run_1/final_placement.png
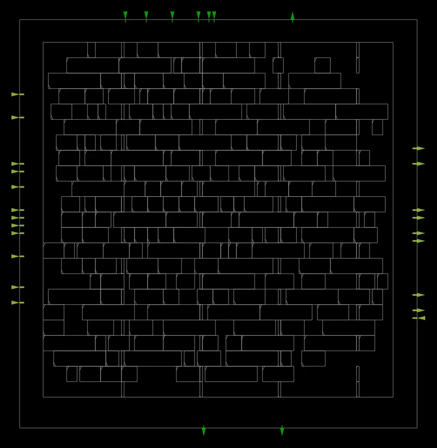
run_1/drive_strength.png
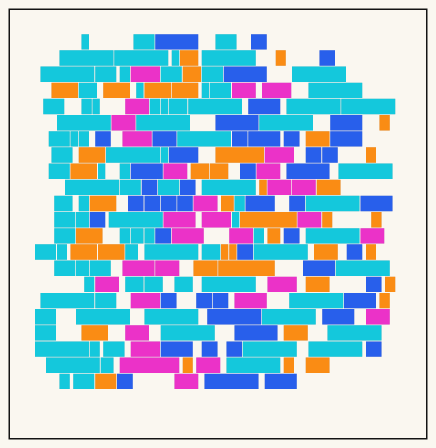
run_1/zoom.png
Region (42, 44) to (62, 64) um. Cells in gray, sequential cells in the stronger gray; small squares are vias.
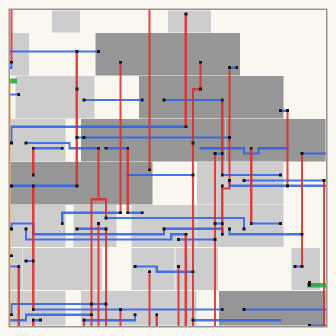
--- src/rtl/serial_sub_pkg.sv ---
// Shared definitions for the bit-serial subtractor: FSM state codes and
// the bit-counter width helper.
package serial_sub_pkg;

  typedef enum logic [1:0] {
    ST_IDLE = 2'b00,
    ST_RUN  = 2'b01,
    ST_DONE = 2'b10
  } subState_e;

  // A one-bit operand still needs a one-bit counter.
  function automatic int cntWidth(input int width);
    return (width <= 1) ? 1 : $clog2(width);
  endfunction

endpackage

--- src/rtl/full_subtractor.sv ---
// One-bit full subtractor cell: diff = a - b - d_in, with the borrow out in d_out.
module full_subtractor (
  input  logic a,
  input  logic b,
  input  logic d_in,
  output logic diff,
  output logic d_out
);

  assign diff  = a ^ b ^ d_in;
  assign d_out = (~a & b) | (~(a ^ b) & d_in);

endmodule

--- src/rtl/serial_subtractor_ctrl.sv ---
// Bit-serial unsigned subtractor. A single full_subtractor cell is walked
// across the operands LSB first, producing one result every WIDTH+1 cycles.
module serial_subtractor_ctrl
  import serial_sub_pkg::*;
#(
  parameter int WIDTH = 8
) (
  input  logic             clk,
  input  logic             rst_n,
  input  logic             start,
  input  logic [WIDTH-1:0] a,
  input  logic [WIDTH-1:0] b,
  output logic             busy,
  output logic             done,
  output logic [WIDTH-1:0] diff,
  output logic             borrow_out
);

  localparam int CNT_W = cntWidth(WIDTH);

  subState_e        state_q;
  logic [WIDTH-1:0] shA_q;
  logic [WIDTH-1:0] shB_q;
  logic [WIDTH-1:0] shD_q;
  logic [WIDTH-1:0] shD_d;
  logic             borrow_q;
  logic [CNT_W-1:0] count_q;
  logic [WIDTH-1:0] diff_q;
  logic             borrowOut_q;
  logic             busy_q;
  logic             done_q;
  logic             fsDiff;
  logic             fsBout;

  full_subtractor u_fs (
    .a     (shA_q[0]),
    .b     (shB_q[0]),
    .d_in  (borrow_q),
    .diff  (fsDiff),
    .d_out (fsBout)
  );

  // Result bits enter at the MSB so that after WIDTH shifts bit 0 sits at the LSB.
  // Written as shift-and-or so it stays legal when WIDTH is 1.
  assign shD_d = (shD_q >> 1) | (WIDTH'(fsDiff) << (WIDTH - 1));

  always_ff @(posedge clk or negedge rst_n) begin
    if (!rst_n) begin
      state_q     <= ST_IDLE;
      shA_q       <= '0;
      shB_q       <= '0;
      shD_q       <= '0;
      borrow_q    <= 1'b0;
      count_q     <= '0;
      diff_q      <= '0;
      borrowOut_q <= 1'b0;
      busy_q      <= 1'b0;
      done_q      <= 1'b0;
    end else begin
      case (state_q)
        ST_IDLE, ST_DONE: begin
          done_q <= 1'b0;
          if (start) begin
            shA_q    <= a;
            shB_q    <= b;
            borrow_q <= 1'b0;
            count_q  <= '0;
            busy_q   <= 1'b1;
            state_q  <= ST_RUN;
          end else begin
            busy_q  <= 1'b0;
            state_q <= ST_IDLE;
          end
        end
        ST_RUN: begin
          shD_q    <= shD_d;
          borrow_q <= fsBout;
          shA_q    <= shA_q >> 1;
          shB_q    <= shB_q >> 1;
          count_q  <= count_q + CNT_W'(1);
          // Last bit: publish the result, including the bit computed this edge.
          if (count_q == CNT_W'(WIDTH - 1)) begin
            diff_q      <= shD_d;
            borrowOut_q <= fsBout;
            busy_q      <= 1'b0;
            done_q      <= 1'b1;
            state_q     <= ST_DONE;
          end
        end
        default: begin
          busy_q  <= 1'b0;
          done_q  <= 1'b0;
          state_q <= ST_IDLE;
        end
      endcase
    end
  end

  assign busy       = busy_q;
  assign done       = done_q;
  assign diff       = diff_q;
  assign borrow_out = borrowOut_q;

endmodule
--- config.mk ---
export PLATFORM = sky130hd
export DESIGN_NAME = serial_subtractor_ctrl
export DESIGN_NICKNAME = d
export VERILOG_FILES = /design/src/rtl/serial_sub_pkg.sv /design/src/rtl/full_subtractor.sv /design/src/rtl/serial_subtractor_ctrl.sv
export SDC_FILE = /design/constraint.sdc
export NUM_CORES = 1
export LEC_CHECK = 0
export CORE_AREA = 4 4 66 68
export DETAILED_ROUTE_END_ITERATION = 8
export DIE_AREA = 0 0 70 72
export PLACE_DENSITY = 0.7
export SETUP_SLACK_MARGIN = 0.5
export SYNTH_ARGS = -nofsm -noshare
export SYNTH_HDL_FRONTEND = slang
export SYNTH_SLANG_ARGS = --single-unit
--- constraint.sdc ---
create_clock -name clk -period 1.4 [get_ports clk]
set_input_delay 0.21 -clock clk [delete_from_list [all_inputs] [get_ports clk]]
set_output_delay 0.21 -clock clk [all_outputs]
set_load 0.01 [all_outputs]
==> impl_metrics.tcl, run 1 <==
# implementation run metrics
set metrics [dict create \
    pwr-share-seq 0.326 \
    edf_count 0 \
    status "finished, violations left" \
    clk_latency_ps 300 \
    drtAntennaViolNets 0 \
    crit_path_top_delay_cell "dfrtp_2" \
    skew_ps 9.44 \
    avgSynthCellArea_um2 12.4 \
    post_dp_cell_area_um2 2150 \
    nets 235 \
    warnings 31 \
    power_leader "combinational logic" \
    netlist_top_cells_count "dfrtp_1 (38), a21oi_1 (14), inv_1 (13)" \
    num-multi-input-gates 78 \
    wl_per_cell_um 15.7 \
    maxSlewHeadroom 0.727 \
    dr_wl_met2_um 2140 \
    async_flop_share 1.00 \
    buf_share 0.258 \
    pg_clk_w 0.000892 \
    syn_inst 137 \
    top_area_cell "dfrtp_1" \
    violations "negative hold slack" \
    clk_pin_slew_ps 70 \
    use_met3 0.0609 \
    cpPeakStageDelay_ps 410 \
    detail_route.wirelength_um 4140 \
    switching_share 0.331 \
    endpoint_kind "flip-flop" \
    p_switching_w 0.00203 \
    vdd_drop_max_uv 1160 \
    mi_logic_area_um2 865 \
    ios 30 \
    aoi_share 0.138 \
    sequentialPower_w 0.00200 \
    yosys_cells 137 \
    fin_crit_sh 0.952 \
    grt_pass1_wl_um 6620 \
    finalHoldWorstSlack_ps -159 \
    setup_viol 0 \
    syn-cell-area_um2 1700 \
    internal_power_w 0.00411 \
    top_usage_layer "met2" \
    final_common_cell "dfrtp_1" \
    hold_viol 17 \
    dieWidth_um 70 \
    r2r_start "busy" \
    grt_pass1_vias 1418 \
    comb_share 0.315 \
    top_logic_kind "multiplexers" \
]
About final_placement.png:
Fill cells: 270
tap cells: 50
final core utilization: 0.713
row cnt: 23

About drive_strength.png:
drive 3 to 4 -> blue  # cells 49
drive 2 -> orange  # cells 41
drive 1 or less -> cyan  # cells 94
drive 6 and up -> magenta  # cells 30
Non-clk bufs: 77
Layout area overhead: 61.7%
Worst Slack Setup Final: 67.4 ps
final instance area: 2750 um^2

About zoom.png:
met4 -> orange
met1 -> blue
met3 -> green
met2 -> red
most frequent = dfrtp_1 (6), mux2_4 (4), buf_4 (4)
sequential cells in the window = 6
cells with their middle in the window = 21
netlist names of flops here include = `diff` (4), `shD_q` (2)

==> run 2, diff against run 1 <==
--- a/config.mk
+++ b/config.mk
@@ -5,11 +5,13 @@
 export SDC_FILE = /design/constraint.sdc
 export NUM_CORES = 1
 export LEC_CHECK = 0
-export CORE_AREA = 4 4 66 68
+export CORE_AREA = 4 4 64 66
 export DETAILED_ROUTE_END_ITERATION = 8
-export DIE_AREA = 0 0 70 72
-export PLACE_DENSITY = 0.7
+export DIE_AREA = 0 0 68 70
+export DONT_BUFFER_PORTS = 1
+export PLACE_DENSITY = 0.63
 export SETUP_SLACK_MARGIN = 0.5
+export SLEW_MARGIN = 20
 export SYNTH_ARGS = -nofsm -noshare
 export SYNTH_HDL_FRONTEND = slang
 export SYNTH_SLANG_ARGS = --single-unit
run_2/density.png
7 x 7 tiles, from white (low) to dark blue (high), 0 to 100% covered.
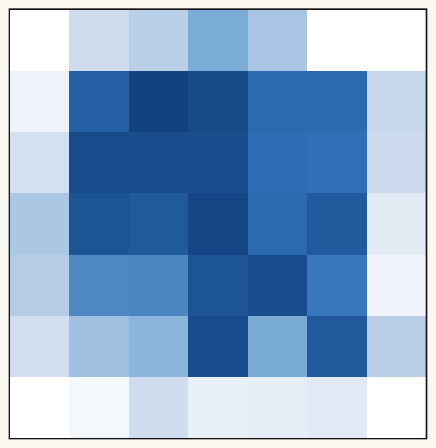
nearly empty tiles = 10%
tiles over 75% full = 37%
densest ninth of the die = center
fullest tile = 93%

run_2/drive_strength.png
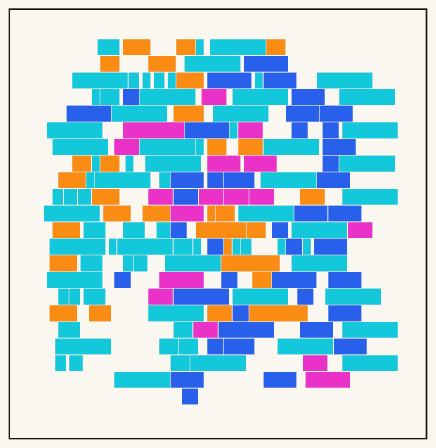
drive 2 -> orange  # cells 29
drive 6 and up -> magenta  # cells 17
drive 3 to 4 -> blue  # cells 41
drive 1 or less -> cyan  # cells 77

==> run 2 against run 1 <==
The flow still finishes with violations (negative hold slack). Sequential power grew 6%. Sequential share of layout area increased by 6.2 points. Utilization decreased by 6.2 points. Cell count is 20% lower. Flip-flop count did not move. Worst hold slack lost 290 ps. Clock skew about the same. Non-clock buffer count is 49 lower. Total power shrank 13%. Highest routed layer unchanged. Routed wire length shrank 8.3%. Count of clock-buffer cells in the layout down 1. Via count shrank 12%.
==> impl_metrics.tcl, run 2 <==
# implementation run metrics
set metrics [dict create \
    status "finished, violations left" \
    violations "negative hold slack" \
    yosys_cells 137 \
    flop_cell "dfrtp_1" \
    top_area_cell "dfrtp_1" \
    mi_logic_area_um2 900 \
    async_flop_share 1.00 \
    finalWorstSetupSlack_ps 54.4 \
    syn-cell-area_um2 1700 \
    aoi_share 0.138 \
    pwr-share-seq 0.394 \
    skew_ps 9.06 \
    cpPeakStageDelay_ps 430 \
    top_logic_kind "multiplexers" \
    fin_crit_sh 0.961 \
    hold_viol 38 \
    nets 186 \
    endpoint_kind "flip-flop" \
    fin_area_um2 2330 \
    r2r_start "count_q[1]" \
    warnings 31 \
    buffers 28 \
    maxSlewHeadroom 0.907 \
    grt_pass1_wl_um 6040 \
    post_dp_cell_area_um2 1820 \
    clk_pin_slew_ps 110 \
    crit_path_top_delay_cell "dfrtp_1" \
    ys_warn_count 0 \
    avgSynthCellArea_um2 12.4 \
    finalHoldWorstSlack_ps -453 \
    internal_power_w 0.00347 \
    taps 48 \
    edf_count 0 \
    power_leader "combinational logic" \
    top_usage_layer "met2" \
    grt_pass1_vias 1261 \
    syn_inst 137 \
    num-multi-input-gates 78 \
    final_common_cell "dfrtp_1" \
    vdd_drop_max_uv 1050 \
    sequentialPower_w 0.00212 \
    dieWidth_um 68 \
    wl_per_cell_um 17.9 \
    dr_wl_met2_um 1910 \
    antenna_found_initial 0 \
    ios 30 \
    fill_cells 268 \
    cts_made_buffers 5 \
    setup_viol 0 \
    pg_clk_w 0.000529 \
]
run_2/final_placement.png
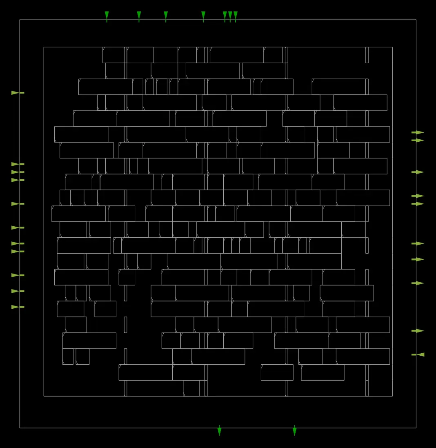
final core utilization: 0.651
row cnt: 22
area of the core: 3580 um^2

Power figures rest on the tool's default switching activity, not on a simulated workload.
